**src/rtl/codec_cfg_seq.sv**
```systemverilog
// Walks a flattened {addr,data} table into an I2C write engine after a power-up settle, retrying
// NACKed or timed-out writes; also produces the free-running codec master clock XCK.
module codec_cfg_seq #(
  parameter int N_REGS      = 10,
  parameter int ADDR_W      = 8,
  parameter int DATA_W      = 8,
  parameter int MAX_RETRY   = 3,
  parameter int TIMEOUT_CYC = 100000,
  parameter int SETTLE_CYC  = 1000,
  parameter int XCK_DIV     = 4
) (
  input  logic                                           CLK_50M,
  input  logic                                           RSTn,
  input  logic                                           start,
  input  logic [N_REGS*(ADDR_W+DATA_W)-1:0]              cfg_table,
  output logic                                           wr_req,
  output logic [ADDR_W-1:0]                              wr_addr,
  output logic [DATA_W-1:0]                              wr_data,
  input  logic                                           wr_done,
  input  logic                                           wr_nack,
  output logic                                           busy,
  output logic                                           cfg_done,
  output logic                                           cfg_err,
  output logic [((N_REGS > 1) ? $clog2(N_REGS) : 1)-1:0] err_index,
  output logic                                           XCK
);
  localparam int ENTRY_W  = ADDR_W + DATA_W;
  localparam int IDX_W    = (N_REGS > 1) ? $clog2(N_REGS) : 1;
  localparam int RTY_W    = (MAX_RETRY > 0) ? $clog2(MAX_RETRY + 1) : 1;
  localparam int TMO_W    = (TIMEOUT_CYC > 1) ? $clog2(TIMEOUT_CYC) : 1;
  localparam int SET_W    = (SETTLE_CYC > 1) ? $clog2(SETTLE_CYC) : 1;
  localparam int XCK_HALF = XCK_DIV / 2;
  localparam int XCK_W    = (XCK_HALF > 1) ? $clog2(XCK_HALF) : 1;

  localparam logic [IDX_W-1:0] IDX_LAST = IDX_W'(N_REGS - 1);
  localparam logic [RTY_W-1:0] RTY_MAX  = RTY_W'(MAX_RETRY);
  localparam logic [TMO_W-1:0] TMO_LAST = TMO_W'(TIMEOUT_CYC - 1);
  // The ISSUE cycle closes the settle window, so wr_req shows SETTLE_CYC edges after reset release.
  localparam logic [SET_W-1:0] SET_LAST = SET_W'((SETTLE_CYC > 1) ? SETTLE_CYC - 2 : 0);
  localparam logic [XCK_W-1:0] XCK_LAST = XCK_W'(XCK_HALF - 1);

  typedef enum logic [2:0] {IDLE, SETTLE, ISSUE, WAIT, NEXT, DONE, ERR} state_t;

  state_t              state_q, state_d;
  logic [IDX_W-1:0]    idx_q, idx_d;
  logic [RTY_W-1:0]    retry_q, retry_d;
  logic [TMO_W-1:0]    tmo_q, tmo_d;
  logic [SET_W-1:0]    settle_q, settle_d;
  logic                wr_req_q, wr_req_d;
  logic [ADDR_W-1:0]   wr_addr_q, wr_addr_d;
  logic [DATA_W-1:0]   wr_data_q, wr_data_d;
  logic                done_q, done_d;
  logic                err_q, err_d;
  logic [IDX_W-1:0]    eidx_q, eidx_d;
  logic                busy_q, busy_d;
  logic                fail;
  logic [ENTRY_W-1:0]  entry;
  logic [XCK_W-1:0]    xck_cnt_q;
  logic                xck_q;

  assign entry = cfg_table[ENTRY_W*int'(idx_q) +: ENTRY_W];

  always_comb begin
    state_d   = state_q;
    idx_d     = idx_q;
    retry_d   = retry_q;
    tmo_d     = tmo_q;
    settle_d  = settle_q;
    wr_req_d  = wr_req_q;
    wr_addr_d = wr_addr_q;
    wr_data_d = wr_data_q;
    done_d    = done_q;
    err_d     = err_q;
    eidx_d    = eidx_q;
    fail      = 1'b0;
    unique case (state_q)
      IDLE: begin
        if (start) begin
          state_d = ISSUE;
          idx_d   = '0;
          retry_d = '0;
          done_d  = 1'b0;
          err_d   = 1'b0;
          eidx_d  = '0;
        end
      end
      SETTLE: begin
        if (settle_q == SET_LAST) begin
          state_d = ISSUE;
          idx_d   = '0;
          retry_d = '0;
        end else begin
          settle_d = settle_q + 1'b1;
        end
      end
      ISSUE: begin
        wr_addr_d = entry[ENTRY_W-1 -: ADDR_W];
        wr_data_d = entry[DATA_W-1:0];
        wr_req_d  = 1'b1;
        tmo_d     = '0;
        state_d   = WAIT;
      end
      WAIT: begin
        if (wr_done) begin
          wr_req_d = 1'b0;
          if (wr_nack) begin
            fail = 1'b1;
          end else begin
            retry_d = '0;
            state_d = NEXT;
          end
        end else if (tmo_q == TMO_LAST) begin
          wr_req_d = 1'b0;
          fail     = 1'b1;
        end else begin
          tmo_d = tmo_q + 1'b1;
        end
        // Retries pass back through ISSUE, which keeps wr_req low for one cycle.
        if (fail) begin
          if (retry_q < RTY_MAX) begin
            retry_d = retry_q + 1'b1;
            state_d = ISSUE;
          end else begin
            state_d = ERR;
          end
        end
      end
      NEXT: begin
        if (idx_q == IDX_LAST) begin
          state_d = DONE;
        end else begin
          idx_d   = idx_q + 1'b1;
          state_d = ISSUE;
        end
      end
      DONE: begin
        done_d  = 1'b1;
        state_d = IDLE;
      end
      ERR: begin
        err_d   = 1'b1;
        eidx_d  = idx_q;
        state_d = IDLE;
      end
      default: state_d = IDLE;
    endcase
    busy_d = (state_d inside {SETTLE, ISSUE, WAIT, NEXT});
  end

  // Reset parks the FSM in SETTLE with busy low; the first edge after release starts the settle.
  always_ff @(posedge CLK_50M or negedge RSTn) begin
    if (!RSTn) begin
      state_q   <= SETTLE;
      idx_q     <= '0;
      retry_q   <= '0;
      tmo_q     <= '0;
      settle_q  <= '0;
      wr_req_q  <= 1'b0;
      wr_addr_q <= '0;
      wr_data_q <= '0;
      done_q    <= 1'b0;
      err_q     <= 1'b0;
      eidx_q    <= '0;
      busy_q    <= 1'b0;
    end else begin
      state_q   <= state_d;
      idx_q     <= idx_d;
      retry_q   <= retry_d;
      tmo_q     <= tmo_d;
      settle_q  <= settle_d;
      wr_req_q  <= wr_req_d;
      wr_addr_q <= wr_addr_d;
      wr_data_q <= wr_data_d;
      done_q    <= done_d;
      err_q     <= err_d;
      eidx_q    <= eidx_d;
      busy_q    <= busy_d;
    end
  end

  always_ff @(posedge CLK_50M or negedge RSTn) begin
    if (!RSTn) begin
      xck_cnt_q <= '0;
      xck_q     <= 1'b0;
    end else if (xck_cnt_q == XCK_LAST) begin
      xck_cnt_q <= '0;
      xck_q     <= ~xck_q;
    end else begin
      xck_cnt_q <= xck_cnt_q + 1'b1;
    end
  end

  assign wr_req    = wr_req_q;
  assign wr_addr   = wr_addr_q;
  assign wr_data   = wr_data_q;
  assign busy      = busy_q;
  assign cfg_done  = done_q;
  assign cfg_err   = err_q;
  assign err_index = eidx_q;
  assign XCK       = xck_q;

endmodule

```
**config.mk**
```make
export PLATFORM = sky130hd
export DESIGN_NAME = codec_cfg_seq
export DESIGN_NICKNAME = d
export VERILOG_FILES = /design/src/rtl/codec_cfg_seq.sv
export SDC_FILE = /design/constraint.sdc
export NUM_CORES = 1
export LEC_CHECK = 0
export CAP_MARGIN = 20
export CORE_UTILIZATION = 35
export DETAILED_ROUTE_END_ITERATION = 16
export MAX_ROUTING_LAYER = met4
export PLACE_DENSITY = 0.71
export SYNTH_ARGS = -nofsm -noshare
export SYNTH_HDL_FRONTEND = slang
export SYNTH_SLANG_ARGS = --single-unit
```
**constraint.sdc**
```tcl
create_clock -name CLK_50M -period 2.5 [get_ports CLK_50M]
set_input_delay 0.5 -clock CLK_50M [delete_from_list [all_inputs] [get_ports CLK_50M]]
set_output_delay 0.5 -clock CLK_50M [all_outputs]
set_load 0.01 [all_outputs]
```
Figure 1. The metal 1 layer (run 1).
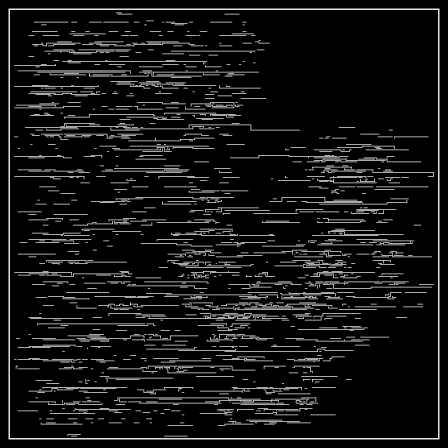
- main direction: horizontal
- nets with wire on the layer: 634
- wire length on this layer: 5120 um
- share of all routed wire: 40%
met1 Usage GRT: 26.00%
DR vias: 3792
total wire length after detailed routing: 12730 um

Figure 2. Metal 2 (run 1).
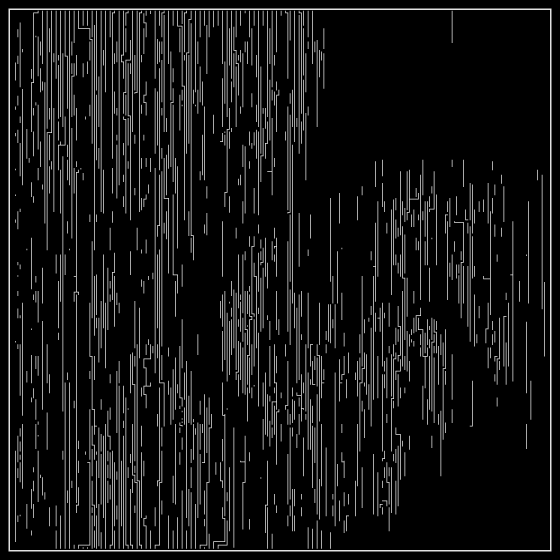
- share of all routed wire: 52%
- nets with wire on the layer: 635
- main direction: vertical
met2 global-route usage: 38.26%

Figure 3. The metal 3 layer (run 1).
Bar = 20 um.
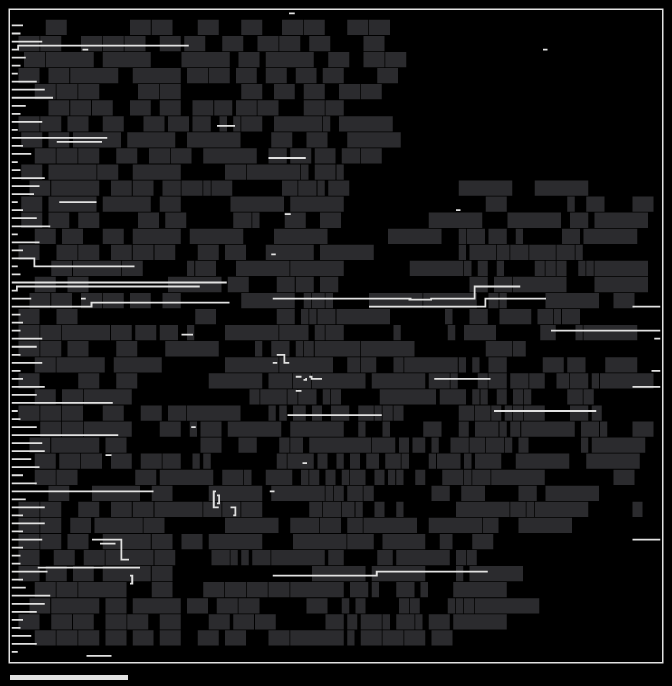
- main direction: horizontal
- share of all routed wire: 5.5%
- wire length on this layer: 695 um
- nets with wire on the layer: 108
- longest straight run: 36.1 um
GR Util met3: 4.720%

Figure 4. Signal wires on met4 (run 1).
Bar = 20 um.
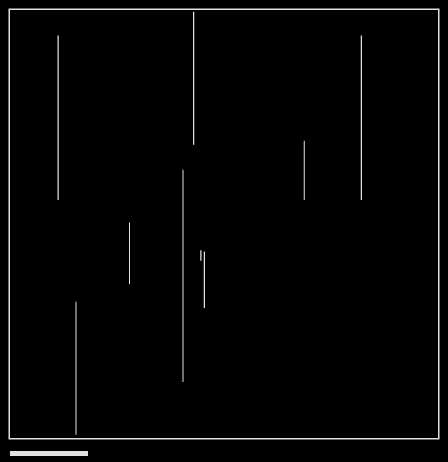
- longest straight run: 54.4 um
- nets with wire on the layer: 8
- wire length on this layer: 254 um

run 1: flip-flops by register name, summed over array words and instances, names as in the netlist, 2 cells and up:
name,count
err_index,4
wr_data,8
idx_q,4
settle_q,10
retry_q,2
wr_addr,8
tmo_q,17
state_q,3
run 1: metrics by stage:
stage | instances | worst slack [ps]
floorplan | 365 | 657.5
global placement | 686 | 402.0
detailed placement | 686 | 365.8
CTS | 702 | 492.7
global route | 702 | 376.2
finish | 702 | 469.2
run 1: where the power goes:
group          internal, mW  switching, mW
Sequential             1.26          0.241
Combinational          1.08          0.925
Clock                 0.820          0.428
run 1: critical path: cells and delay by family (launching register included):
family | cells | cell delay [ps]
simple gates | 2 | 840
flops | 1 | 730
compound gates | 3 | 330
==> flow_summary_export.csv, run 1 <==
group,metric,value,unit
final_layout,mostFrequentLayoutCell,"clkdlybuf4s50_1",
synth,synthesis.area,4113,sq um
cts,numClockSinks,62,
floorplan,io_pins,190,
final_layout,layout-drive-gt1-share,13.77,%
final_layout,final_nets,725,
floorplan,num_tap_cells,143,
setup_path,max_stage_delay,730,ps
sta,setup_tns,0,ps
cts,clockBufferDepth,2,
sta,hold_viol_final,0,
status,outcome,"completed",
synth,synth_seq_share,37.75,%
global_routing,overflow,0,
floorplan,die_area,12190,sq um
setup_path,path_class,"register to register",
final_layout,bufAreaShareNonClock,30.52,%
cts,insertion_delay,330,ps
synth,logic_family,"multiplexers",
global_routing,grtUsageTotal,22.27,%
routing,met1_length,5119,um
sta,setup_violations,0,
routing,wl_met2,6659,um
synth,topCellsByArea,"dfrtp_1 (37%), mux4_2 (18%), mux2i_1 (8.3%)",
final_layout,layout_top_cells,"clkdlybuf4s50_1 (188), dfrtp_1 (60), nor2_1 (34), mux2i_1 (34), mux4_2 (32)",
setup_path,r2r_end,"idx_q[2]$_DFFE_PN0P_",
setup_path,r2r-start,"state_q[2]$_DFF_PN0_",
cts,cts_root_buf,"clkbuf_16",
placement,routabilityCongestion,0.8409,
routing,dr.pass1.iters,5,
placement,hpwl,10010,um
power_and_ir_drop,power_density,734.6,nW/um^2
routing,routedWlPerCell,18.13,um
sta,slew_violations,0,
sta,fin_crit_sh,81.23,%
routing,post-route-drc-count,0,
synth,yosys-top-cells-count,"dfrtp_1 (61), mux2i_1 (34), nor2_1 (34)",
sta,fin_crit,2031,ps
floorplan,fp.dieH,110.4,um
synth,ys_types,52,
floorplan,core.rowCount,39,
final_layout,seq_area,1556,sq um
sta,rsz0062_at_grt,"false",
cts,hold_buffers,0,
final_layout,area_delta_synth_final,57.32,%
setup_path,crit_path_end,"idx_q[2]$_DFFE_PN0P_",
final_layout,num-nonclk-buffers,199,
sta,slew_headroom,58.94,%
synth,ys_warn_count,0,
synth,adder_share,1.825,%
flow_run,cap_violations,0,
routing,met3WireLength,695,um
cts,clkTransAtPathRegs,50,ps
placement,portBuffers,189,
final_layout,comb_area,2414,sq um
cts,numCtsBuffers,9,
setup_path,cp_cell_sequence,"or3b_1 > a31oi_4 > or4_4 > o21ai_1 > o21ai_0",
synth,fp_nets,536,
synth,synth-xor-area-share,5.111,%
routing,ant_nets,0,
synth,syn_area_per_cell,11.27,sq um
final_layout,nFillCells,989,
min_path,hp-class,"input pin to async pin",
final_layout,stdcell_area,6470,sq um
cts,cts_resized,0,
setup_path,worst_setup_path_start_kind,"register",
final_layout,clkbuf_count,12,
flow_run,warning_count,28,
sta,tightest_slew,615.9,ps
synth,yosysMostFrequentCell,"dfrtp_1",
synth,synthAoiAreaFrac,9.583,%
global_routing,grt_pass1_vias,4023,
cts,cts_setup_buffers,0,
synth,yosysTopAreaCell,"dfrtp_1",
floorplan,die_x,110.4,um
setup_path,critPathSlowestCell,"dfrtp_1",
synth,edf_count,0,
synth,ys_cells,365,
Figure 5. Track usage over the die (run 1).
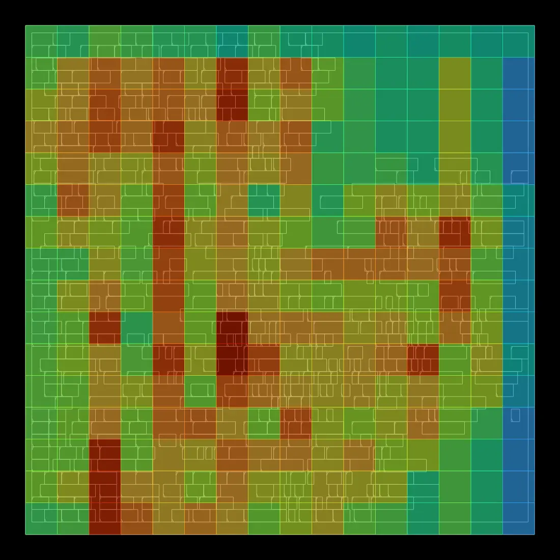

==> inputs of run 2 (changes only) <==
Clock period 2.5 ns to 1.9 ns, I/O delays scaled along.
Figure 6. Track usage over the die (run 2).
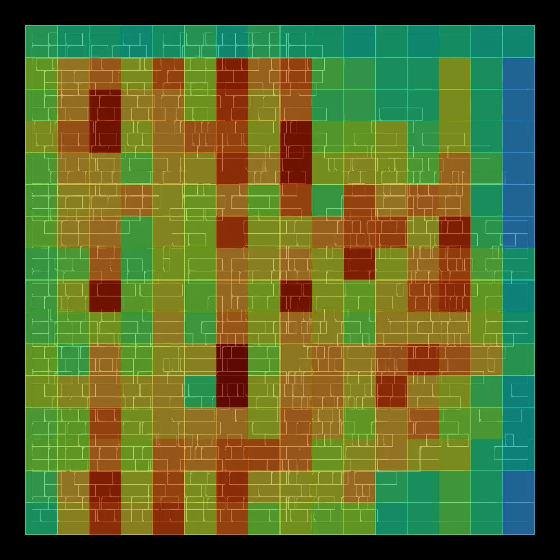
Routed WL per cell: 17.88 um
met2 global-route usage: 39.88%
GR peak layer: met2

Figure 7. Signal wires on met4 (run 2).
Bar = 20 um.
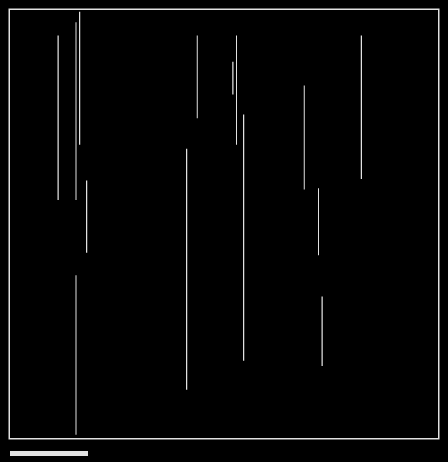
- main direction: vertical
- longest straight run: 63.2 um
DR vias: 3912
total wire length after detailed routing: 12980 um

==> run 2 against run 1 <==
Net effect: the run now ends with setup timing left; register-to-register slack got worse by 480 ps; synthesized cell count did not move; flip-flop count did not move; sequential power rose by 27%; combinational power rose by 52%.
==> flow_summary_export.csv, run 2 <==
group,metric,value,unit
status,outcome,"finished with violations",
status,violations,"setup timing",
flow_run,warning_count,29,
final_layout,final_nets,749,
synth,synth-xor-area-share,5.111,%
floorplan,die_x,110.4,um
power_and_ir_drop,pg_comb,3.03,mW
sta,setup_tns,-8.012,ps
final_layout,seq_area,1556,sq um
power_and_ir_drop,pwr-share-clk,25.3,%
routing,post-route-drc-count,0,
synth,synthAoiAreaFrac,9.583,%
final_layout,top_register,"tmo_q",
routing,ant_nets,0,
floorplan,num_tap_cells,143,
synth,yosysTopAreaCell,"dfrtp_1",
final_layout,comb_area,2445,sq um
sta,slew_violations,0,
final_layout,stdcell_area,6753,sq um
synth,ys_types,52,
setup_path,critPathSlowestCell,"or4_4",
floorplan,fp.dieH,110.4,um
sta,setup_violations,1,
final_layout,layout.cells.non_filler,726,
synth,adder_share,1.825,%
sta,fin_crit_sh,100.4,%
final_layout,reg_top3,"tmo_q (17), settle_q (10)",
final_layout,mostFrequentLayoutCell,"clkdlybuf4s50_1",
floorplan,io_pins,190,
setup_path,max_stage_delay,580,ps
routing,dr.pass1.iters,4,
sta,setup_slack,-8.012,ps
final_layout,area_delta_synth_final,64.19,%
power_and_ir_drop,p_sw_share,33.47,%
cts,numCtsBuffers,9,
synth,yosys-top-cells-count,"dfrtp_1 (61), mux2i_1 (34), nor2_1 (34)",
final_layout,layout_top_cells,"clkdlybuf4s50_1 (188), dfrtp_1 (60), nor2_1 (34), mux2i_1 (34), mux4_2 (32)",
cts,numClockSinks,62,
synth,edf_count,0,
final_layout,nFillCells,951,
synth,synthesis.area,4113,sq um
setup_path,r2r-start,"settle_q[0]$_DFFE_PN0P_",
power_and_ir_drop,switchingPower,2.212,mW
synth,ys_warn_count,0,
final_layout,num-nonclk-buffers,223,
sta,hold_viol_final,0,
global_routing,overflow,0,
synth,synth_seq_share,37.75,%
flow_run,cap_violations,0,
power_and_ir_drop,seqPwrFrac,28.8,%
final_layout,bufAreaShareNonClock,32.83,%
setup_path,worstPathBufferInverterCount,1,
cts,clkTransAtPathRegs,50,ps
power_and_ir_drop,power_density,978.6,nW/um^2
global_routing,grt_pass1_vias,4234,
power_and_ir_drop,clk-power,1.68,mW
setup_path,path_class,"register to register",
power_and_ir_drop,internal_power,4.396,mW
synth,yosysMostFrequentCell,"dfrtp_1",
## run 2: cell count changes in the layout (fill, tap and decap cells not counted), sizes merged
cell      delta
clkinv       -2
clkbuf       -1
clkinvlp     +3
buf         +24
## run 2: worst paths after layout
kind | endpoint | slack [ps] | cells after the start
min in group CLK_50M | xck_cnt_q$_DFF_PN0_ | 440 | 1
max in group asynchronous | idx_q[0]$_DFFE_PN0P_ | 1550 | 2
worst max register to register | idx_q[0]$_DFFE_PN0P_ | -8 | 7
worst max-delay path | idx_q[0]$_DFFE_PN0P_ | -8 | 7
worst min-delay path | busy$_DFF_PN0_ | 50 | 2
worst min register to register | xck_cnt_q$_DFF_PN0_ | 440 | 1
## run 2: per-layer routing
layer  wire length (um)  track usage [%]
met5                  0                -
met4                461            12.18
met3                659            3.458
met2               6805            39.88
met1               5051            23.77
Figure 8. The metal 1 layer (run 2).
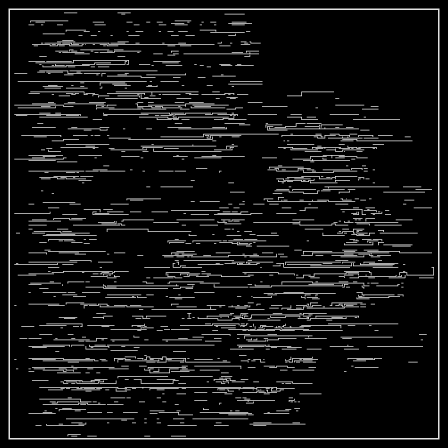

==> inputs of run 3 (changes only) <==
Settings changed: CORE_MARGIN set to 5.
Figure 9. The metal 1 layer (run 3).
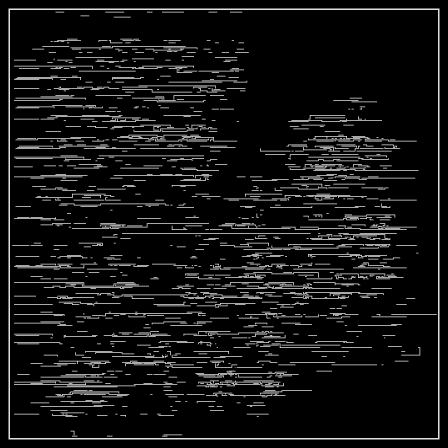
- main direction: horizontal
- share of all routed wire: 38%
- longest straight run: 52.0 um
- wire length on this layer: 5320 um
- nets with wire on the layer: 674
total wire length after detailed routing: 13930 um
DR vias: 3905
met1 Usage GRT: 23.34%

==> run 3 against run 2 <==
Net effect: critical endpoint unchanged; global-route usage is 1.9 points lower; wire length grew 7.3%; highest routed layer unchanged; maximum frequency rose by 1.8%; die size increased by 15%; the flow now finishes without violations; critical path depth stayed put.
==> flow_summary_export.csv, run 3 <==
group,metric,value,unit
sta,setup_slack,24.86,ps
floorplan,io_pins,190,
floorplan,core.rowCount,39,
sta,setup_tns,0,ps
final_layout,layout_top_cells,"clkdlybuf4s50_1 (188), dfrtp_1 (60), nor2_1 (34), mux2i_1 (34), mux4_2 (32)",
sta,fin_crit_sh,98.69,%
setup_path,critPathSlowestCell,"or4_4",
final_layout,sh_seq_area,23.18,%
synth,synth-xor-area-share,5.111,%
final_layout,bufAreaShareNonClock,32.57,%
power_and_ir_drop,clk-power,1.65,mW
final_layout,area_delta_synth_final,63.28,%
power_and_ir_drop,irDropWorstVdd,0.6181,mV
setup_path,crit_path_end,"idx_q[0]$_DFFE_PN0P_",
routing,met1_length,5323,um
setup_path,max_stage_delay,540,ps
flow_run,cap_violations,0,
cts,numClockSinks,62,
routing,post-route-drc-count,0,
cts,clkTransAtPathRegs,50,ps
final_layout,stdcell_area,6715,sq um
sta,setup_violations,0,
cts,numCtsBuffers,9,
synth,ys_warn_count,0,
synth,edf_count,0,
setup_path,r2r_end,"idx_q[0]$_DFFE_PN0P_",
floorplan,fp.dieH,118.4,um
final_layout,num-nonclk-buffers,222,
power_and_ir_drop,internal_power,4.351,mW
synth,yosysTopAreaCell,"dfrtp_1",
global_routing,gr-max-usage-layer,"met2",
final_layout,design.seq.count,62,
final_layout,top_register,"tmo_q",
min_path,hp-class,"input pin to async pin",
synth,synthesis.area,4113,sq um
synth,yosysMostFrequentCell,"dfrtp_1",
routing,met3WireLength,780,um
synth,simple_gate_area_share,16.09,%
power_and_ir_drop,seqPwrFrac,29.4,%
final_layout,final_util,58.56,%
routing,dr.pass1.iters,4,
synth,synth-seq-cells,62,
setup_path,r2r_cells,7,
power_and_ir_drop,p_comb_share,45.4,%
routing,ant_nets,0,
routing,top_layer_used,"met4",
power_and_ir_drop,switchingPower,2.177,mW
power_and_ir_drop,power_density,972.2,nW/um^2
setup_path,worstPathBufferInverterCount,1,
synth,synth_seq_share,37.75,%
setup_path,worstPathRequired,2090,ps
synth,yosys-top-cells-count,"dfrtp_1 (61), mux2i_1 (34), nor2_1 (34)",
power_and_ir_drop,p_sw_share,33.35,%
routing,viasPerCell,5.379,
final_layout,layout.cells.non_filler,726,
sta,hold_viol_final,0,
cts,hold_buffers,1,
global_routing,overflow,0,
final_layout,final_nets,748,
placement,pre_cts_ws,-49.09,ps
power_and_ir_drop,pwr-share-clk,25.2,%
synth,ys_types,52,
setup_path,timing.reg2reg.setup_slack,20,ps
setup_path,path_class,"register to register",
global_routing,gr-usage-met3,3.629,%
final_layout,clk_share,4.490,%
final_layout,nFillCells,985,
final_layout,comb_area,2444,sq um
setup_path,crit_fanout,3,
final_layout,mostFrequentLayoutCell,"clkdlybuf4s50_1",
power_and_ir_drop,pg_comb,2.97,mW
flow_run,warning_count,29,
final_layout,reg_top3,"tmo_q (17), settle_q (10)",
routing,routedWlPerCell,19.19,um
global_routing,grt_pass1_vias,4389,
final_layout,seq_area,1556,sq um
routing,wl_met2,7351,um
floorplan,die_x,118.4,um
setup_path,r2r-start,"settle_q[0]$_DFFE_PN0P_",
global_routing,grtUsageMet2,35.48,%
status,outcome,"completed",
synth,logic_family,"multiplexers",
synth,synthAoiAreaFrac,9.583,%
setup_path,cp.depth,7,
floorplan,num_tap_cells,143,
final_layout,sh_comb_area,36.39,%
synth,adder_share,1.825,%
sta,slew_violations,0,
power_and_ir_drop,powerSeq,1.92,mW
Figure 10. Signal wires on met4 (run 3).
Bar = 20 um.
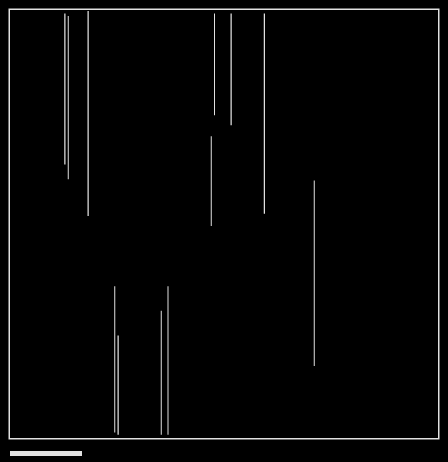
- wire length on this layer: 474 um
- nets with wire on the layer: 11

==> run 3: worst min-delay path by stage <==
stage | from | endpoint | slack, ps | cells after the start
2_1_floorplan | RSTn | XCK$_DFFE_PN0P_ | 80 | 0
3_3_place_gp | RSTn | xck_cnt_q$_DFF_PN0_ | 190 | 1
3_5_place_dp | RSTn | xck_cnt_q$_DFF_PN0_ | 200 | 1
4_1_cts | RSTn | xck_cnt_q$_DFF_PN0_ | 390 | 2
5_1_grt | RSTn | xck_cnt_q$_DFF_PN0_ | 400 | 2
6_report | RSTn | xck_cnt_q$_DFF_PN0_ | 400 | 2
==> run 3: worst register-to-register path, delay by kind of cell (launching register included) <==
family                     cells  cell delay, ps
AOI/OAI and AO/OA              2             230
and+or+nand+nor                2             820
DFF                            1             390
adders and majority gates      1             120
muxes                          1              90
buffers and inverters          1              80
Power and IR drop assume default switching activity.
